<file path="config.mk">
export PLATFORM = sky130hd
export DESIGN_NAME = mem_arbiter
export DESIGN_NICKNAME = d
export VERILOG_FILES = /design/src/rtl/mem_arbiter.sv
export SDC_FILE = /design/constraint.sdc
export NUM_CORES = 1
export LEC_CHECK = 0
export ABC_AREA = 1
export CAP_MARGIN = 25
export CORE_AREA = 2 2 117 119
export CTS_CLUSTER_SIZE = 10
export DETAILED_ROUTE_END_ITERATION = 10
export DIE_AREA = 0 0 119 121
export DONT_BUFFER_PORTS = 1
export PLACE_DENSITY = 0.32
export SYNTH_ARGS = -nofsm -noshare
export SYNTH_HDL_FRONTEND = slang
export SYNTH_SLANG_ARGS = --single-unit
</file>
<file path="constraint.sdc">
create_clock -name clk -period 2.6 [get_ports clk]
set_clock_uncertainty 0.2 [all_clocks]
set_input_delay 0.26 -clock clk [delete_from_list [all_inputs] [get_ports clk]]
set_output_delay 0.26 -clock clk [all_outputs]
set_load 0.02 [all_outputs]
</file>
<file path="src/rtl/mem_arbiter.sv">
// rtl/mem_arbiter.sv - unified memory arbiter between the multicycle core and an external port
// CPU wins by default; a wait counter forces external grants and ext_lock sustains bounded bursts.
module mem_arbiter #(
  parameter int WIDTH    = 32,
  parameter int MAXWAIT  = 4,
  parameter int MAXBURST = 8
) (
  input  logic             clk,
  input  logic             reset,
  input  logic             cpu_req,
  input  logic             cpu_we,
  input  logic [WIDTH-1:0] cpu_addr,
  input  logic [WIDTH-1:0] cpu_wdata,
  output logic [WIDTH-1:0] cpu_rdata,
  output logic             cpu_stall,
  input  logic             ext_req,
  input  logic             ext_we,
  input  logic             ext_lock,
  input  logic [WIDTH-1:0] ext_addr,
  input  logic [WIDTH-1:0] ext_wdata,
  output logic [WIDTH-1:0] ext_rdata,
  output logic             ext_ack,
  output logic             mem_we,
  output logic [WIDTH-1:0] mem_addr,
  output logic [WIDTH-1:0] mem_wdata,
  input  logic [WIDTH-1:0] mem_rdata,
  output logic [1:0]       owner
);

  localparam int WW = $clog2(MAXWAIT + 1);
  localparam int BW = $clog2(MAXBURST + 1);
  localparam logic [WW-1:0] WAIT_MAX  = WW'(MAXWAIT);
  localparam logic [BW-1:0] BURST_MAX = BW'(MAXBURST);

  typedef enum logic [1:0] {
    OWN_NONE = 2'b00,
    OWN_CPU  = 2'b01,
    OWN_EXT  = 2'b10
  } owner_e;

  owner_e        owner_q;
  owner_e        grant;
  logic [WW-1:0] wait_cnt;
  logic [WW-1:0] wait_cnt_d;
  logic [BW-1:0] burst_cnt;
  logic [BW-1:0] burst_cnt_d;
  logic          burst_cont;
  logic          ext_win;

  // Grant is gated by reset so the memory sees no access while reset is held.
  always_comb begin
    grant      = OWN_NONE;
    burst_cont = (owner_q == OWN_EXT) && ext_req && ext_lock && (burst_cnt < BURST_MAX);
    ext_win    = ext_req && (!cpu_req || (wait_cnt == WAIT_MAX));
    if (!reset) begin
      grant = OWN_NONE;
    end else if (burst_cont || ext_win) begin
      grant = OWN_EXT;
    end else if (cpu_req) begin
      grant = OWN_CPU;
    end
  end

  always_comb begin
    mem_we    = 1'b0;
    mem_addr  = '0;
    mem_wdata = '0;
    case (grant)
      OWN_CPU: begin
        mem_we    = cpu_we;
        mem_addr  = cpu_addr;
        mem_wdata = cpu_wdata;
      end
      OWN_EXT: begin
        mem_we    = ext_we;
        mem_addr  = ext_addr;
        mem_wdata = ext_wdata;
      end
      default: ;
    endcase
  end

  assign cpu_rdata = mem_rdata;
  assign ext_rdata = mem_rdata;
  assign cpu_stall = cpu_req && (grant != OWN_CPU);
  assign ext_ack   = (grant == OWN_EXT);
  assign owner     = owner_q;

  // Both counters saturate; a denied-but-waiting external port is the only thing that ages wait_cnt.
  always_comb begin
    wait_cnt_d  = '0;
    burst_cnt_d = '0;
    if (ext_req && (grant != OWN_EXT)) begin
      wait_cnt_d = (wait_cnt == WAIT_MAX) ? WAIT_MAX : wait_cnt + 1'b1;
    end
    if (grant == OWN_EXT) begin
      burst_cnt_d = (burst_cnt == BURST_MAX) ? BURST_MAX : burst_cnt + 1'b1;
    end
  end

  always_ff @(posedge clk or negedge reset) begin
    if (!reset) begin
      owner_q   <= OWN_NONE;
      wait_cnt  <= '0;
      burst_cnt <= '0;
    end else begin
      owner_q   <= grant;
      wait_cnt  <= wait_cnt_d;
      burst_cnt <= burst_cnt_d;
    end
  end

endmodule

</file>
run_1/cell_classes.png
Drawn at 3 px/um. Fill, decap, tap and diode cells in gray.
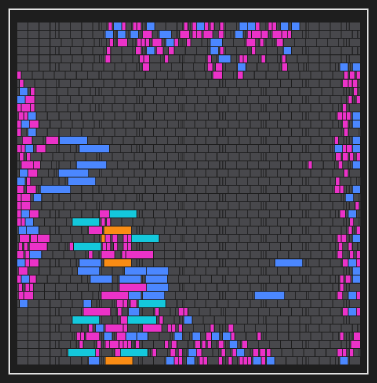
all other logic: drawn in magenta, cells 244, share of their area 51%. clock drivers and dummy loads: drawn in orange, cells 4, share of their area 3.0%. flip-flops: drawn in cyan, cells 9, share of their area 8.7%. other buffers and delay cells: drawn in blue, cells 91, share of their area 38%.

run_1/final_clocks.png
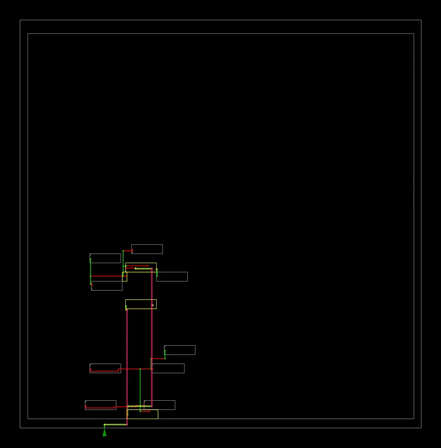
Clock Latency Late Sink: 0.24 ns
Clk. pwr: 0.278 mW
sequential cell count: 9
number of buffers created by CTS: 3

run_1/clock_map.png
Drawn at 4 px/um.
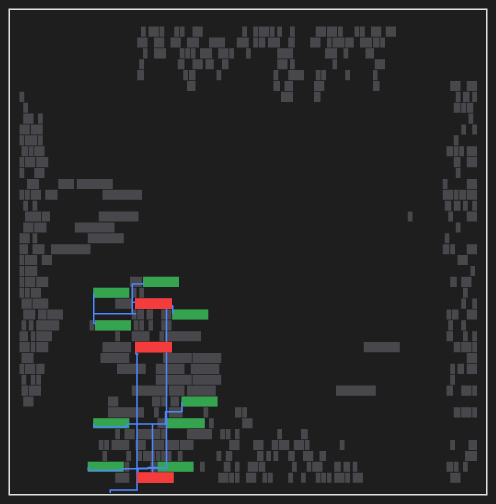
clock wires: drawn in blue, length 204 um. flip-flops: drawn in green, count 9. cells driving clock nets: drawn in red, count 3.
There are 4 routed clock nets.
clock share of power: 32.4%

==> reports/results.txt, run 1 <==
required time worst endpoint: 2.14 ns
number of DRC violations after detailed-routing iteration 0: 32
status: complete, no violations
class of the most critical setup path: flop to output pin
Slew @ Worst Pin: 0.457 ns
total instance count after detailed placement: 501
classification of the worst-slack hold path: input port to flop
grt met3 use: 1.93%
clock tree root buffer cell: sky130_fd_sc_hd__clkbuf_16
net switching share of the total power: 36.7%
Total Power Consumption: 0.856 mW
clk sinks: 9
yosys cell count: 338
post-layout min period: 2.58 ns
Sw Pwr: 0.314 mW
Worst path most repeated cell: sky130_fd_sc_hd__ha_4
routed metal-1 wire length: 3140 um
total of warnings raised by yosys: 0
Storage cell area: 226 um2
hold violation total from the final report: 0
Buffers on Ports: 0
Startpoint Class: flop
syn_nets: 512
global routing met1 resource utilization: 9.95%
flip-flop and latch share of the layout cell area: 8.03%
DRT Wirelength: 7980 um
number of clock buffer instances in the layout: 4
antenna violation net count after detailed routing: 0
relative area change from synthesis to final layout: 48.3%
CTS HTree Levels: 1
run 1: final timing paths:
| path | to | slack (ns) | cells past startpoint |
|---|---|---|---|
| worst max-delay path | mem_addr[0] | 0.02 | 11 |
| worst min-delay path | wait_cnt[1] | 0.05 | 4 |
| worst max register to register | wait_cnt[2] | 0.55 | 12 |
| worst min register to register | burst_cnt[0] | 0.29 | 1 |
| max in group asynchronous | owner[0] | 1.65 | 1 |
| min in group asynchronous | wait_cnt[0] | 0.21 | 1 |
run 1: flip-flops by register name, indices dropped and copies added (netlist names):
register and cells:
burst_cnt 4, owner 2, wait_cnt 3
run 1: cell usage after synthesis, drive strengths merged:
master and instances:
a21oi 68, nand3 2, dfrtp 9, inv 13
o21ai 1, clkbuf 1, nand2 142, buf 84
nor2 9, xnor2 2, ha 7
run_1/met2.png
Drawn at 3 px/um. Cells faint in the background.
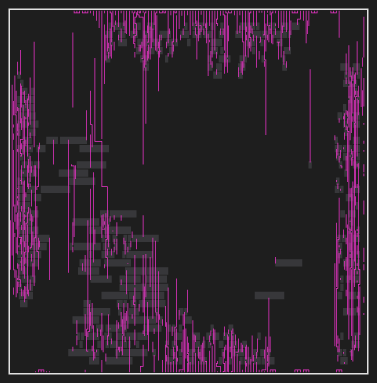

==> run 1 -> run 2 <==
--- a/config.mk
+++ b/config.mk
@@ -7,10 +7,10 @@
 export LEC_CHECK = 0
 export ABC_AREA = 1
 export CAP_MARGIN = 25
-export CORE_AREA = 2 2 117 119
+export CORE_AREA = 2 2 118 120
 export CTS_CLUSTER_SIZE = 10
 export DETAILED_ROUTE_END_ITERATION = 10
-export DIE_AREA = 0 0 119 121
+export DIE_AREA = 0 0 120 122
 export DONT_BUFFER_PORTS = 1
 export PLACE_DENSITY = 0.32
 export SYNTH_ARGS = -nofsm -noshare
run_2/met2.png
Drawn at 3 px/um. Cells faint in the background.
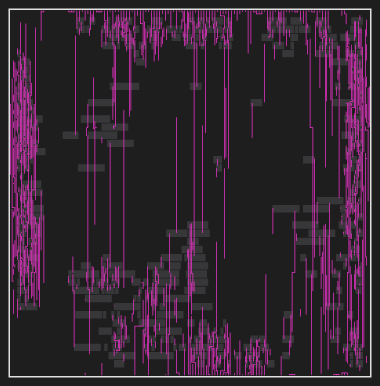
The layer holds 54% of the routed length. The wires run mostly vertical. 466 nets have wire on it. The layer carries 5,350 um of wire.

run_2/pins.png
Drawn at 2 px/um. Pins as bars across the die edge, other pins in gray.
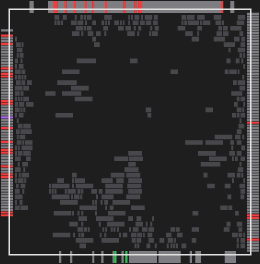
`mem_we`: drawn in purple, pins 1, direction output, edge west. `owner`: drawn in green, pins 2, direction output, edge south. `cpu_addr`: drawn in red, pins 32, direction input, edge 16 west, 12 north, 4 east.
All pins by edge: 99 north, 88 east, 68 west, 45 south.

==> run 2 against run 1 <==
Core utilization grew 2.9 points. Critical path depth grew 1. Clock power fell by 3%. Routed wire length is 23% higher. Critical path type unchanged. Critical endpoint is now mem_addr[23]. Highest routed layer unchanged.
==> reports/results.txt, run 2 <==
number of cells on the worst reg-to-reg path: 12
most common cell in the netlist: sky130_fd_sc_hd__nand2_1
hold path cells: 2
status: complete, no violations
antenna violation net count after detailed routing: 0
clock share of power: 29.0%
path length in cells of the critical path: 12
max reg flops: 4
Clock Latency Late Sink: 0.23 ns
number of clock buffer instances in the layout: 4
clk sinks: 9
Buffers on Ports: 0
routed metal-1 wire length: 3500 um
Commonest flop: sky130_fd_sc_hd__dfrtp_1
class of the most critical setup path: flop to output pin
global routing met1 resource utilization: 10.1%
number of DRC violations after detailed-routing iteration 0: 48
Most flops, register: burst_cnt
worst setup path end: mem_addr[23]
proportion of register bits with asynchronous set or reset after synthesis: 100%
number of buffers created by CTS: 3
hold violation total from the final report: 0
Slew @ Worst Pin: 0.437 ns
flip-flop and latch share of the layout cell area: 6.83%
total of warnings raised by yosys: 0
net switching share of the total power: 38.1%
EDFF count, synth: 0
-- run 2: cell types whose count changed in the layout (fill, tap and decap cells not counted), sizes merged --
cell	before	now
dlygate4sd3	4	2
buf	84	86
clkbuf	7	13
-- run 2: power by group through the flow --
stage	Combinational, mW	Clock [mW]	Sequential (mW)
detailed placement	0.288	0	0.159
global placement	0.284	0	0.159
floorplan	0.328	0	0.159
CTS	0.383	0.275	0.157
global route	0.537	0.286	0.159
finish	0.503	0.270	0.157
-- run 2: logic make-up (layout without fill, tap and decap cells) --
logic type	Yosys count	in the layout	share of synthesized area, %
adder cells (fa/ha/maj)	7	7	4.61
AND-OR/OR-AND	69	69	18.2
buffers and inverters	98	114	34.1
flip-flops	9	9	11.9
XOR/XNOR	2	2	0.922
AND/OR/NAND/NOR	153	153	30.3
run_2/cell_classes.png
Drawn at 3 px/um. Fill, decap, tap and diode cells in gray.
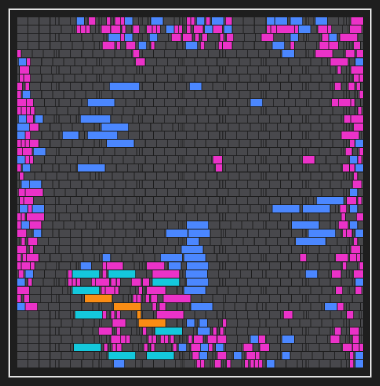

==> run 2 -> run 3 <==
--- a/config.mk
+++ b/config.mk
@@ -7,12 +7,12 @@
 export LEC_CHECK = 0
 export ABC_AREA = 1
 export CAP_MARGIN = 25
-export CORE_AREA = 2 2 118 120
+export CORE_AREA = 10 10 107 109
 export CTS_CLUSTER_SIZE = 10
 export DETAILED_ROUTE_END_ITERATION = 10
-export DIE_AREA = 0 0 120 122
+export DIE_AREA = 0 0 117 119
 export DONT_BUFFER_PORTS = 1
-export PLACE_DENSITY = 0.32
+export PLACE_DENSITY = 0.38
 export SYNTH_ARGS = -nofsm -noshare
 export SYNTH_HDL_FRONTEND = slang
 export SYNTH_SLANG_ARGS = --single-unit
run_3/cell_classes.png
Drawn at 3 px/um. Fill, decap, tap and diode cells in gray.
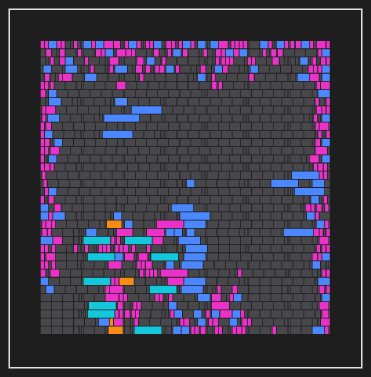
other buffers and delay cells: drawn in blue, cells 94, share of their area 40%. flip-flops: drawn in cyan, cells 9, share of their area 8.9%. all other logic: drawn in magenta, cells 244, share of their area 49%. clock drivers and dummy loads: drawn in orange, cells 4, share of their area 1.8%.

run_3/final_clocks.png
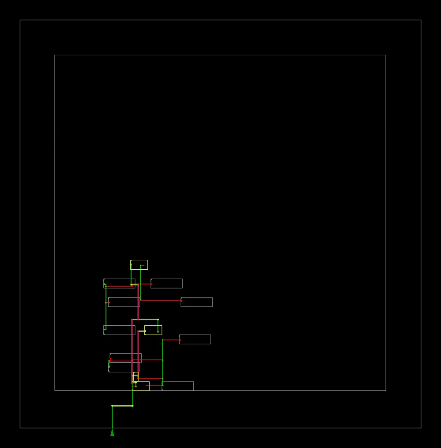
Clk. pwr: 0.169 mW
clk sinks: 9
number of clock buffer instances in the layout: 4

==> run 3 against run 2 <==
Sequential share of layout area rose by 1.6 points. Hold slack improved by 0.0087 ns. First-iteration DRC count rose by 120%. Clock power fell by 37%. Combinational power fell by 18%. Count of clock-buffer cells in the layout did not move. Non-clock buffer count fell by 3. Register-to-register slack got worse by 0.03 ns. Critical path type unchanged.
==> reports/results.txt, run 3 <==
status: complete, no violations
post-layout min period: 2.58 ns
required time worst endpoint: 2.14 ns
clock share of power: 23.1%
Achievable Freq: 388 MHz
antenna violation net count after detailed routing: 0
number of buffers created by CTS: 3
Reg2Reg Setup Slack: 0.57 ns
grt met3 use: 4.82%
global routing met1 resource utilization: 12.1%
hold path cells: 4
Sw Pwr: 0.297 mW
CTS HTree Levels: 1
relative area change from synthesis to final layout: 41.1%
Logic power comb: 0.410 mW
clock tree root buffer cell: sky130_fd_sc_hd__clkbuf_8
path length in cells of the critical path: 12
max reg flops: 4
hold violation total from the final report: 0
total of warnings raised by yosys: 0
classification of the worst-slack hold path: input port to flop
DRT Wirelength: 9540 um
most common cell in the netlist: sky130_fd_sc_hd__nand2_1
nets: 526
Most flops, register: burst_cnt
largest power group: combinational logic
HPWL after DPL: 6630 um
proportion of register bits with asynchronous set or reset after synthesis: 100%
yosys cell count: 338
highest metal layer with signal wires: met4
endpoint of the worst register-to-register path: wait_cnt[2]
Slew @ Worst Pin: 0.440 ns
number of cells on the worst reg-to-reg path: 11
Total Power Consumption: 0.735 mW
Startpoint Class: flop
Hold Crit Endpoint: wait_cnt[0]
Commonest flop: sky130_fd_sc_hd__dfrtp_1
routed metal-1 wire length: 3440 um
sequential logic power: 0.155 mW
most numerous cell types in the synthesized netlist: 142 x sky130_fd_sc_hd__nand2_1, 70 x sky130_fd_sc_hd__buf_4, 68 x sky130_fd_sc_hd__a21oi_1
worst setup path end: mem_wdata[21]
Buffers on Ports: 0
Clock Latency Late Sink: 0.24 ns
class of the most critical setup path: flop to output pin
EDFF count, synth: 0
net switching share of the total power: 40.5%
-- run 3: per-stage QoR --
step	utilization, %	setup WS, ns	cell area (um2)	setup TNS (ns)
after floorplan	-	0.172	1900	0
after global placement	21.9	0.204	2070	0
after detailed placement	21.9	0.182	2070	0
after CTS	25.7	0.00710	2430	0
after global routing	28.3	-0.130	2680	-5.79
final	28.3	0.0223	2680	0
-- run 3: final cells by class --
type	instances	area, um2	area share, %
inverters	13	48.8	1.82
repair buffers	94	1020	38.2
well taps	114	143	5.32
flip-flops and latches	9	225	8.40
multi-input cells	231	1200	44.6
clock buffers	4	45.0	1.68
-- run 3: cells by family after synthesis --
logic type	synth area share, %
AND/OR/NAND/NOR	30.3
buffers and inverters	34.1
AND-OR/OR-AND	18.2
flip-flops	11.9
adder cells (fa/ha/maj)	4.61
XOR/XNOR	0.922
Power is estimated from default activity; no workload was simulated.
